wires.png
Drawn at 2 px/um.
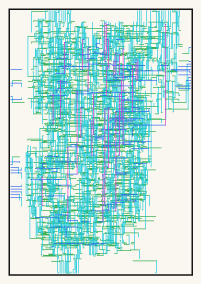
io_placement.png
Drawn at 3 px/um. Pins as bars across the die edge, other pins in grey.
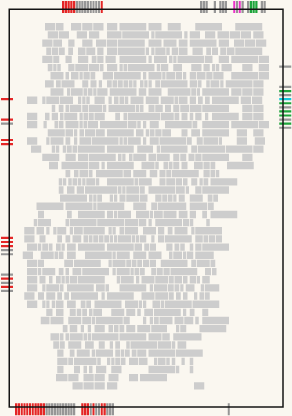
$ cat config.mk
export PLATFORM = sky130hd
export DESIGN_NAME = roi_pad_axis
export DESIGN_NICKNAME = d
export VERILOG_FILES = /design/src/rtl/roi_pkg.sv /design/src/rtl/roi_xy_cnt.sv /design/src/rtl/roi_pad_axis.sv
export SDC_FILE = /design/constraint.sdc
export NUM_CORES = 1
export LEC_CHECK = 0
export CORE_ASPECT_RATIO = 1.5
export CORE_MARGIN = 4
export CORE_UTILIZATION = 54
export DETAILED_ROUTE_END_ITERATION = 7
export GPL_TIMING_DRIVEN = 0
export PLACE_DENSITY = 0.9
export SLEW_MARGIN = 10
export SYNTH_ARGS = -nofsm -noshare
export SYNTH_HDL_FRONTEND = slang
export SYNTH_HIERARCHICAL = 1
export SYNTH_SLANG_ARGS = --single-unit
export TNS_END_PERCENT = 5
$ cat constraint.sdc
create_clock -name clk_i -period 3.75 [get_ports clk_i]
set_input_delay 0.75 -clock clk_i [delete_from_list [all_inputs] [get_ports clk_i]]
set_output_delay 0.75 -clock clk_i [all_outputs]
set_load 0.05 [all_outputs]
$ cat src/rtl/roi_pkg.sv
// Shared definitions for the ROI padding stream block: FSM states, the bit
// positions of the packed corner coordinates, and a clamp helper.
package roi_pkg;

    typedef enum logic [1:0] {
        ST_IDLE  = 2'd0,
        ST_RUN   = 2'd1,
        ST_FLUSH = 2'd2
    } roi_state_e;

    localparam int X_MSB = 26;
    localparam int X_LSB = 16;
    localparam int Y_MSB = 9;
    localparam int Y_LSB = 0;

    function automatic logic [31:0] clamp_coord(input logic [31:0] v,
                                                input logic [31:0] lim);
        return (v > lim) ? lim : v;
    endfunction

endpackage

$ cat src/rtl/roi_xy_cnt.sv
// Raster position counter: x wraps at WIDTH-1 and carries into y, which wraps
// at HEIGHT-1. Clear has priority over enable.
module roi_xy_cnt #(
    parameter int WIDTH  = 800,
    parameter int HEIGHT = 600,
    parameter int XW     = 10,
    parameter int YW     = 10
) (
    input  logic          clk_i,
    input  logic          arst_i,
    input  logic          clr,
    input  logic          en,
    output logic [XW-1:0] x,
    output logic [YW-1:0] y,
    output logic          x_last,
    output logic          y_last
);

    assign x_last = (x == XW'(WIDTH - 1));
    assign y_last = (y == YW'(HEIGHT - 1));

    always_ff @(posedge clk_i or posedge arst_i) begin
        if (arst_i) begin
            x <= '0;
            y <= '0;
        end else if (clr) begin
            x <= '0;
            y <= '0;
        end else if (en) begin
            if (x_last) begin
                x <= '0;
                y <= y_last ? '0 : y + YW'(1);
            end else begin
                x <= x + XW'(1);
            end
        end
    end

endmodule

$ cat src/rtl/roi_pad_axis.sv
// Expands an ROI pixel stream into a full WIDTH x HEIGHT frame, filling every
// position outside the ROI (or after an early source tlast) with BG.
module roi_pad_axis
    import roi_pkg::*;
#(
    parameter int                WIDTH  = 800,
    parameter int                HEIGHT = 600,
    parameter int                BIT_D  = 8,
    parameter int                BIT_C  = 32,
    parameter logic [BIT_D-1:0]  BG     = '0
) (
    input  logic             clk_i,
    input  logic             arst_i,
    input  logic             start_i,
    input  logic [BIT_C-1:0] xy_0_i,
    input  logic [BIT_C-1:0] xy_1_i,
    input  logic [BIT_D-1:0] s_tdata_i,
    input  logic             s_tvalid_i,
    input  logic             s_tlast_i,
    output logic             s_tready_o,
    output logic [BIT_D-1:0] m_tdata_o,
    output logic             m_tvalid_o,
    input  logic             m_tready_i,
    output logic             m_tlast_o,
    output logic             m_tuser_o,
    output logic             frame_done_o,
    output logic             err_o,
    output roi_state_e       state_o
);

    localparam int XW = (WIDTH  > 1) ? $clog2(WIDTH)  : 1;
    localparam int YW = (HEIGHT > 1) ? $clog2(HEIGHT) : 1;
    localparam logic [31:0] XLIM = 32'(WIDTH - 1);
    localparam logic [31:0] YLIM = 32'(HEIGHT - 1);

    // Handshakes: a beat moves on either stream only in a cycle where both
    // valid and ready are high at the rising edge; a master beat, once valid,
    // keeps data and flags unchanged until it is taken.

    roi_state_e    state;
    logic [XW-1:0] xmin, xmax;
    logic [YW-1:0] ymin, ymax;
    logic          roi_done;
    logic          need_flush;
    logic          issued_all;

    logic [XW-1:0] ox;
    logic [YW-1:0] oy;
    logic          ox_last, oy_last;

    logic [XW-1:0] x0c, x1c;
    logic [YW-1:0] y0c, y1c;
    logic          unused_bits;

    logic          ld;
    logic          in_roi;
    logic          take_src;
    logic          roi_last;
    logic          beat_load;
    logic          cnt_clr;

    assign x0c = XW'(clamp_coord(32'(xy_0_i[X_MSB:X_LSB]), XLIM));
    assign x1c = XW'(clamp_coord(32'(xy_1_i[X_MSB:X_LSB]), XLIM));
    assign y0c = YW'(clamp_coord(32'(xy_0_i[Y_MSB:Y_LSB]), YLIM));
    assign y1c = YW'(clamp_coord(32'(xy_1_i[Y_MSB:Y_LSB]), YLIM));
    assign unused_bits = ^{xy_0_i, xy_1_i};

    assign ld       = !m_tvalid_o || m_tready_i;
    assign in_roi   = (ox >= xmin) && (ox <= xmax) && (oy >= ymin) && (oy <= ymax);
    assign take_src = in_roi && !roi_done;
    assign roi_last = (ox == xmax) && (oy == ymax);

    // Once the final beat is in the output register no further positions are
    // generated; the FSM only waits for that beat to be taken.
    assign beat_load = (state == ST_RUN) && !issued_all && ld
                       && (!take_src || s_tvalid_i);
    assign cnt_clr   = (state == ST_IDLE) && start_i;

    assign s_tready_o = ((state == ST_RUN) && !issued_all && take_src && ld)
                        || (state == ST_FLUSH);
    assign state_o    = state;

    roi_xy_cnt #(
        .WIDTH  (WIDTH),
        .HEIGHT (HEIGHT),
        .XW     (XW),
        .YW     (YW)
    ) u_xy_cnt (
        .clk_i  (clk_i),
        .arst_i (arst_i),
        .clr    (cnt_clr),
        .en     (beat_load),
        .x      (ox),
        .y      (oy),
        .x_last (ox_last),
        .y_last (oy_last)
    );

    always_ff @(posedge clk_i or posedge arst_i) begin
        if (arst_i) begin
            state        <= ST_IDLE;
            xmin         <= '0;
            xmax         <= '0;
            ymin         <= '0;
            ymax         <= '0;
            roi_done     <= 1'b0;
            need_flush   <= 1'b0;
            issued_all   <= 1'b0;
            m_tdata_o    <= '0;
            m_tvalid_o   <= 1'b0;
            m_tlast_o    <= 1'b0;
            m_tuser_o    <= 1'b0;
            frame_done_o <= 1'b0;
            err_o        <= 1'b0;
        end else begin
            frame_done_o <= 1'b0;
            err_o        <= 1'b0;
            case (state)
                ST_IDLE: begin
                    if (start_i) begin
                        xmin       <= (x0c < x1c) ? x0c : x1c;
                        xmax       <= (x0c < x1c) ? x1c : x0c;
                        ymin       <= (y0c < y1c) ? y0c : y1c;
                        ymax       <= (y0c < y1c) ? y1c : y0c;
                        roi_done   <= 1'b0;
                        need_flush <= 1'b0;
                        issued_all <= 1'b0;
                        state      <= ST_RUN;
                    end
                end
                ST_RUN: begin
                    if (issued_all) begin
                        if (m_tready_i) begin
                            m_tvalid_o   <= 1'b0;
                            m_tlast_o    <= 1'b0;
                            m_tuser_o    <= 1'b0;
                            frame_done_o <= 1'b1;
                            state        <= need_flush ? ST_FLUSH : ST_IDLE;
                        end
                    end else if (ld) begin
                        if (take_src && !s_tvalid_i) begin
                            m_tvalid_o <= 1'b0;
                        end else begin
                            m_tdata_o  <= take_src ? s_tdata_i : BG;
                            m_tvalid_o <= 1'b1;
                            m_tuser_o  <= (ox == '0) && (oy == '0);
                            m_tlast_o  <= ox_last && oy_last;
                            if (ox_last && oy_last) begin
                                issued_all <= 1'b1;
                            end
                        end
                        if (take_src && s_tvalid_i) begin
                            if (s_tlast_i && !roi_last) begin
                                roi_done <= 1'b1;
                                err_o    <= 1'b1;
                            end
                            if (!s_tlast_i && roi_last) begin
                                need_flush <= 1'b1;
                                err_o      <= 1'b1;
                            end
                        end
                    end
                end
                ST_FLUSH: begin
                    if (s_tvalid_i && s_tlast_i) begin
                        state <= ST_IDLE;
                    end
                end
                default: state <= ST_IDLE;
            endcase
        end
    end

endmodule
==> out/qor.csv <==
stage,metric,value,unit
clock_network,"Reg clk slew, reported paths",0.06,ns
grt,global route hottest layer,met2,
finish,Commonest Layout Cell,dfrtp_1,
critical_path,"Cell Chain, Critical Path",ha_1 -> nand4_1 -> nor3_1 -> and3_1 -> a31oi_1 -> a211oi_2 -> and3_4 -> buf_4 -> nand2b_1 -> buf_6,
clock_network,H-tree depth,3,
outcome,outcome,"complete, no violations",
place,DP Cell Count,814,
detailed_routing,DRC viols,0,
floorplanning,die height,132,um
floorplanning,Init Core Util,55.0,%
finish,Area Overhead vs Synth,22.7,%
detailed_routing,routed len/inst,18.2,um
synth,ys cells,625,
synth,Dominant Register Cell,dfrtp_1,
power_and_ir_drop,Sequential Power Share,37.9,%
sta,final clock skew,0.00725,ns
place,DP HPWL,11300,um
synth,Syn Inst Count,625,
critical_path,WS Path Type,reg2out,
detailed_routing,Initial DRC Count,452,
grt,Overflow after GRT,0,
grt,largest net degree at the start of global routing,38,
power_and_ir_drop,combinational share of power,30.4,%
detailed_routing,routed vias,5278,
detailed_routing,DRT Pass-1 Iters,5,
critical_path,CP bufs+invs,2,
critical_path,Worst Setup Start Kind,flip-flop,
sta,Setup-failing EPs final,0,
clock_network,CTS resizes,9,
synth,XOR/XNOR Area Share,0.948,%
critical_path,Critical-path top delay cell,dfrtp_1,
power_and_ir_drop,Psw,0.999,mW
finish,share of cells above drive strength 1,7.44,%
finish,"Core Util, Final",67.5,%
floorplanning,Die X,90.7,um
critical_path,CP peak stage delay,0.48,ns
Notes on wires.png above:
metal 4: marked magenta, wire length 660 um. metal 3: marked blue, wire length 827 um. metal 2: marked cyan, wire length 8110 um. metal 1: marked green, wire length 5500 um.

Notes on io_placement.png above:
state_o: marked magenta, pins 2, direction output, edge north. m_tvalid_o: marked cyan, pins 1, direction output, edge east. s_tdata_i: marked green, pins 8, direction input, edge 5 east, 3 north. xy_0_i: marked red, pins 32, direction input, edge 17 south, 9 west, 6 north.

-- metal layers --
metal	up-vias	wire, um
met2	261	8110
met1	2517	5500
met4	0	659
met5	-	0
li1	2435	-
met3	65	826
-- final timing paths --
| check | startpoint | to | slack (ns) | cells after the start |
|---|---|---|---|---|
| min | m_tdata_o[3]$_DFFE_PP0P_ | m_tdata_o[3]$_DFFE_PP0P_ | 0.49 | 1 |
| min in group asynchronous | arst_i | xmin[7]$_DFFE_PP0P_ | 0.77 | 2 |
| max in group asynchronous | arst_i | u_xy_cnt/y[3]$_DFFE_PP0P_ | 2.33 | 2 |
| max reg2reg | u_xy_cnt/x[7]$_DFFE_PP0P_ | u_xy_cnt/y[9]$_DFFE_PP0P_ | 0.20 | 13 |
| max | u_xy_cnt/x[8]$_DFFE_PP0P_ | s_tready_o | 0.1 | 10 |
| min reg2reg | m_tdata_o[3]$_DFFE_PP0P_ | m_tdata_o[3]$_DFFE_PP0P_ | 0.49 | 1 |
-- sequential cells by signal, indices dropped and copies added (netlist names) --
| name | count |
|---|---|
| m_tuser_o | 1 |
| frame_done_o | 1 |
| need_flush | 1 |
| m_tlast_o | 1 |
| xmax | 10 |
| xmin | 10 |
| u_xy_cnt/x | 10 |
| roi_done | 1 |
| m_tvalid_o | 1 |
| err_o | 1 |
| state_o | 2 |
| ymax | 10 |
| m_tdata_o | 8 |
| ymin | 10 |
| u_xy_cnt/y | 10 |
| issued_all | 1 |
-- cell type report --
class	count	area (um^2)	area share (%)
Tap cell	117	146	2.15
Clock inverter	6	85.1	1.25
Inverter	66	248	3.64
Sequential cell	78	1950	28.7
Buffer	24	120	1.77
Timing Repair Buffer	72	732	10.8
Multi-Input combinational cell	456	3280	48.2
Clock buffer	10	239	3.51
No activity file was given, so power comes from the tool's default toggle rates.
